Figure 1. Pin placement.
Drawn at 2 px/um. Pins as bars across the die edge, other pins in grey.
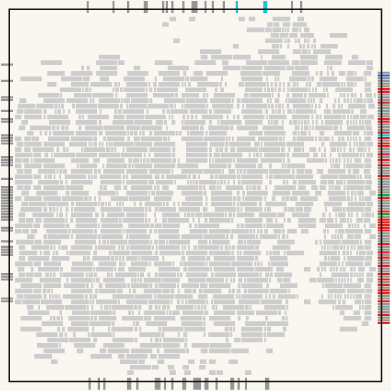
Figure 2. Routed metal, one colour a layer.
Drawn at 1.5 px/um.
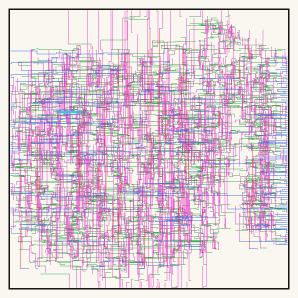
Figure 3. Cells coloured by class.
Drawn at 1.5 px/um.
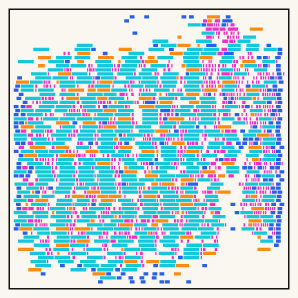
--- config.mk ---
export PLATFORM = sky130hd
export DESIGN_NAME = calc1_req_issuer
export DESIGN_NICKNAME = d
export VERILOG_FILES = /design/src/rtl/calc1_pkg.sv /design/src/rtl/calc1_issue_fifo.sv /design/src/rtl/calc1_req_issuer.sv
export SDC_FILE = /design/constraint.sdc
export NUM_CORES = 1
export LEC_CHECK = 0
export ABC_AREA = 1
export CORE_MARGIN = 2
export CORE_UTILIZATION = 50
export CTS_CLUSTER_DIAMETER = 30
export DETAILED_ROUTE_END_ITERATION = 10
export PLACE_DENSITY = 0.78
export SLEW_MARGIN = 10
export SYNTH_ARGS = -nofsm -noshare
export SYNTH_HDL_FRONTEND = slang
export SYNTH_SLANG_ARGS = --single-unit
--- constraint.sdc ---
create_clock -name c_clk -period 3.7 [get_ports c_clk]
set_input_delay 0.74 -clock c_clk [delete_from_list [all_inputs] [get_ports c_clk]]
set_output_delay 0.74 -clock c_clk [all_outputs]
set_load 0.02 [all_outputs]
--- src/rtl/calc1_pkg.sv ---
// rtl/calc1_pkg.sv - shared command/response codes, widths, FSM states and FIFO entry type for calc1 issuers
package calc1_pkg;

    localparam int CMD_W  = 4;
    localparam int RESP_W = 2;
    localparam int DATA_W = 32;

    localparam logic [CMD_W-1:0] CMD_NOP = 4'd0;
    localparam logic [CMD_W-1:0] CMD_ADD = 4'd1;
    localparam logic [CMD_W-1:0] CMD_SUB = 4'd2;
    localparam logic [CMD_W-1:0] CMD_LSH = 4'd5;
    localparam logic [CMD_W-1:0] CMD_RSH = 4'd6;

    localparam logic [RESP_W-1:0] RSP_NONE = 2'd0;
    localparam logic [RESP_W-1:0] RSP_SUCC = 2'd1;
    localparam logic [RESP_W-1:0] RSP_INOF = 2'd2;
    localparam logic [RESP_W-1:0] RSP_IERR = 2'd3;

    typedef enum logic [2:0] {
        ST_IDLE,
        ST_SEND_OP1,
        ST_SEND_OP2,
        ST_WAIT_RSP,
        ST_HOLD_RES
    } issuer_state_t;

    typedef struct packed {
        logic [CMD_W-1:0]  cmd;
        logic [DATA_W-1:0] op1;
        logic [DATA_W-1:0] op2;
    } fifo_entry_t;

endpackage

--- src/rtl/calc1_issue_fifo.sv ---
// rtl/calc1_issue_fifo.sv - DEPTH-entry synchronous FIFO of pending calc1 operations
module calc1_issue_fifo
    import calc1_pkg::*;
#(
    parameter int DEPTH = 4
) (
    input  logic        clk,
    input  logic        rst_n,
    input  logic        push,
    input  fifo_entry_t wdata,
    input  logic        pop,
    output fifo_entry_t rdata,
    output logic        full,
    output logic        empty
);

    localparam int AW = (DEPTH > 1) ? $clog2(DEPTH) : 1;

    fifo_entry_t    mem [DEPTH];
    logic [AW-1:0]  wr_ptr;
    logic [AW-1:0]  rd_ptr;
    logic [AW:0]    count;
    logic           wr_en;
    logic           rd_en;

    assign full  = (count == (AW+1)'(DEPTH));
    assign empty = (count == '0);
    assign wr_en = push & ~full;
    assign rd_en = pop & ~empty;
    assign rdata = mem[rd_ptr];

    // Pointers wrap naturally because DEPTH is a power of two.
    always_ff @(posedge clk or negedge rst_n) begin
        if (!rst_n) begin
            wr_ptr <= '0;
            rd_ptr <= '0;
            count  <= '0;
        end else begin
            if (wr_en) wr_ptr <= wr_ptr + AW'(1);
            if (rd_en) rd_ptr <= rd_ptr + AW'(1);
            case ({wr_en, rd_en})
                2'b10:   count <= count + (AW+1)'(1);
                2'b01:   count <= count - (AW+1)'(1);
                default: count <= count;
            endcase
        end
    end

    always_ff @(posedge clk) begin
        if (wr_en) mem[wr_ptr] <= wdata;
    end

endmodule

--- src/rtl/calc1_req_issuer.sv ---
// rtl/calc1_req_issuer.sv - buffers operations and drives one calc1 request port, one op in flight
// Optional response timeout: CALC1_ISSUER_TIMEOUT_EN
module calc1_req_issuer
    import calc1_pkg::*;
#(
    parameter int DEPTH       = 4,
    parameter int TIMEOUT_CYC = 64
) (
    input  logic              c_clk,
    input  logic              reset_n,
    input  logic              req_valid,
    output logic              req_ready,
    input  logic [CMD_W-1:0]  req_cmd,
    input  logic [DATA_W-1:0] req_op1,
    input  logic [DATA_W-1:0] req_op2,
    output logic [CMD_W-1:0]  cmd_out,
    output logic [DATA_W-1:0] data_out,
    input  logic [RESP_W-1:0] resp_in,
    input  logic [DATA_W-1:0] rdata_in,
    output logic              res_valid,
    input  logic              res_ready,
    output logic [RESP_W-1:0] res_resp,
    output logic [DATA_W-1:0] res_data,
    output logic              res_timeout,
    output logic              proto_err
);

    if (DEPTH < 2 || (DEPTH & (DEPTH - 1)) != 0 || TIMEOUT_CYC < 1) begin : g_param_check
        $error("calc1_req_issuer: DEPTH must be a power of 2 >= 2 and TIMEOUT_CYC >= 1");
    end

    issuer_state_t state;
    fifo_entry_t   op_q;
    fifo_entry_t   push_entry;
    fifo_entry_t   head;
    logic          fifo_full;
    logic          fifo_empty;
    logic          fifo_pop;

    assign req_ready  = ~fifo_full;
    assign push_entry = '{cmd: req_cmd, op1: req_op1, op2: req_op2};
    assign fifo_pop   = (state == ST_IDLE) && !fifo_empty;

    calc1_issue_fifo #(.DEPTH(DEPTH)) u_fifo (
        .clk   (c_clk),
        .rst_n (reset_n),
        .push  (req_valid & req_ready),
        .wdata (push_entry),
        .pop   (fifo_pop),
        .rdata (head),
        .full  (fifo_full),
        .empty (fifo_empty)
    );

`ifdef CALC1_ISSUER_TIMEOUT_EN
    localparam int TO_W = ($clog2(TIMEOUT_CYC) > 8) ? $clog2(TIMEOUT_CYC) : 8;
    logic [TO_W-1:0] wait_cnt;
    logic            wait_expired;
    assign wait_expired = (wait_cnt == TO_W'(TIMEOUT_CYC - 1));
`else
    assign res_timeout = 1'b0;
`endif

    always_ff @(posedge c_clk or negedge reset_n) begin
        if (!reset_n) begin
            state     <= ST_IDLE;
            op_q      <= '0;
            cmd_out   <= CMD_NOP;
            data_out  <= '0;
            res_valid <= 1'b0;
            res_resp  <= RSP_NONE;
            res_data  <= '0;
            proto_err <= 1'b0;
`ifdef CALC1_ISSUER_TIMEOUT_EN
            res_timeout <= 1'b0;
            wait_cnt    <= '0;
`endif
        end else begin
            // Any response outside the wait window cannot belong to our op.
            if (resp_in != RSP_NONE && state != ST_WAIT_RSP) proto_err <= 1'b1;

            case (state)
                ST_IDLE: begin
                    cmd_out  <= CMD_NOP;
                    data_out <= '0;
                    if (!fifo_empty) begin
                        op_q <= head;
                        if (head.cmd == CMD_NOP) begin
                            res_resp  <= RSP_NONE;
                            res_data  <= '0;
                            res_valid <= 1'b1;
                            state     <= ST_HOLD_RES;
                        end else begin
                            state <= ST_SEND_OP1;
                        end
                    end
                end
                ST_SEND_OP1: begin
                    cmd_out  <= op_q.cmd;
                    data_out <= op_q.op1;
                    state    <= ST_SEND_OP2;
                end
                ST_SEND_OP2: begin
                    cmd_out  <= CMD_NOP;
                    data_out <= op_q.op2;
                    state    <= ST_WAIT_RSP;
`ifdef CALC1_ISSUER_TIMEOUT_EN
                    wait_cnt <= '0;
`endif
                end
                ST_WAIT_RSP: begin
                    cmd_out  <= CMD_NOP;
                    data_out <= '0;
                    if (resp_in != RSP_NONE) begin
                        res_resp  <= resp_in;
                        res_data  <= rdata_in;
                        res_valid <= 1'b1;
                        state     <= ST_HOLD_RES;
                    end
`ifdef CALC1_ISSUER_TIMEOUT_EN
                    else if (wait_expired) begin
                        res_resp    <= RSP_NONE;
                        res_data    <= '0;
                        res_timeout <= 1'b1;
                        res_valid   <= 1'b1;
                        state       <= ST_HOLD_RES;
                    end else begin
                        wait_cnt <= wait_cnt + TO_W'(1);
                    end
`endif
                end
                ST_HOLD_RES: begin
                    cmd_out  <= CMD_NOP;
                    data_out <= '0;
                    if (res_ready) begin
                        res_valid <= 1'b0;
                        state     <= ST_IDLE;
`ifdef CALC1_ISSUER_TIMEOUT_EN
                        res_timeout <= 1'b0;
`endif
                    end
                end
                default: state <= ST_IDLE;
            endcase
        end
    end

endmodule

==> results.json <==
{
  "crit_arrival_ns": 3.52,
  "cpMostUsedCell": "nand2_1",
  "place_inst": 1928,
  "cts_inserted_buffers": 71,
  "num_rows": 66,
  "grt_pass1_wl_um": 62600,
  "p_seq_w": 0.00708,
  "r2r_setup_slack_ns": 0.62,
  "h-tree-depth": 3,
  "wl_met2_um": 20200,
  "swShare_pct": 34.9,
  "max_slew_margin_pct": 36.4,
  "p_int_w": 0.0129,
  "largest_register_ffs": 272,
  "power_w": 0.0198,
  "synthTopCellsByCount": "edfxtp_1 (272), o21ai_0 (183), nand2_1 (182), nor2_1 (174), dfrtp_1 (150)",
  "wire_per_inst_um": 19.5,
  "drtAntennaViolNets": 0,
  "insertion_delay_ns": 0.57,
  "grtUsageMet1_pct": 29.3,
  "syn_to_final_growth_pct": 28.3,
  "cap_violations": 0,
  "holdBufCountCts": 0,
  "sh_comb_area_pct": 17.9,
  "largest_class": "registers",
  "final.setup.tns_ns": 0,
  "initCoreUtil_pct": 50.7,
  "ys_cells": 1373,
  "fa_ha_area_share_pct": 0.502,
  "worstPathBufferInverterCount": 1,
  "setup_viol": 0,
  "rr_endpoint": "res_data[17]",
  "nFillCells": 2255,
  "cp_cell_sequence": "clkinv_2, nand2_1, nand3_1, nand2_1, nand2_1, o21ai_4, nand2_4, nand2_1, nand2_1",
  "clock.fmax_mhz": 325,
  "ys_sh_xor_pct": 0.213,
  "path_class": "flip-flop to flip-flop",
  "overflow": 0,
  "lay_top_cells": "edfxtp_1 (272), o21ai_0 (183), nand2_1 (182)",
  "yosysUniqueCellTypes": 27,
  "hold_viol_final": 0,
  "p_leak_nw": 8.35,
  "buffer_area_share_pct": 9.37,
  "synth.logic.top_family": "simple AND/OR/NAND/NOR gates",
  "simple_gate_area_share_pct": 9.92,
  "synth_async_sr_flop_share_pct": 35.5,
  "pwr-share-clk_pct": 33.2,
  "drv_slew": 0,
  "status": "completed",
  "grt_use_met2_pct": 41.2,
  "endpoint_kind": "flip-flop",
  "grt.met3_usage_pct": 5.01,
  "powerClk_w": 0.00657,
  "drt_wl_total_um": 40200,
  "seq_area_um2": 11900,
  "grt_pass1_vias": 11600,
  "tightest_slew_ns": 0.953,
  "cp.required_ns": 4.14,
  "power_leader": "sequential cells",
  "cp.depth": 9,
  "ys_seq_elements": 422,
  "skew_ns": 0.0218,
  "fin_crit_ns": 3.08,
  "core-area_um2": 32500,
  "ys_top_cells_by_area": "edfxtp_1 (50%), dfrtp_1 (23%), o21ai_0 (5.6%)",
  "r2r_cells": 9,
  "synth-main-ff-cell": "edfxtp_1",
  "yosysChipArea_um2": 16500,
  "edf_count": 272,
  "post_cts_resized": 0,
  "cp_top_family": "simple AND/OR/NAND/NOR gates",
  "comb_cells": 754,
  "netlist_area_um2": 16500
}
Back to the opening pictures, Figure 1:
| colour | port | pins | direction | edge |
|---|---|---|---|---|
| blue | reset_n | 1 | input | east |
| cyan | req_cmd | 4 | input | 3 north, 1 east |
| red | rdata_in | 32 | input | east |
| green | res_resp | 2 | output | east |
Buffers on Ports: 178
die outline height: 185 um
Die X: 185 um

Back to the opening pictures, Figure 2:
| colour | layer | wire length |
|---|---|---|
| red | met4 | 1000 um |
| cyan | met5 | 15.6 um |
| green | met1 | 15700 um |
| magenta | met2 | 20.2 mm |
| blue | met3 | 3330 um |

Back to the opening pictures, Figure 3:
| colour | class | cells | share of their area |
|---|---|---|---|
| blue | other buffers and delay cells | 194 | 9.6% |
| orange | clock drivers and dummy loads | 131 | 12% |
| magenta | all other logic | 870 | 20% |
| cyan | flip-flops | 422 | 58% |

Power and IR drop assume default switching activity.
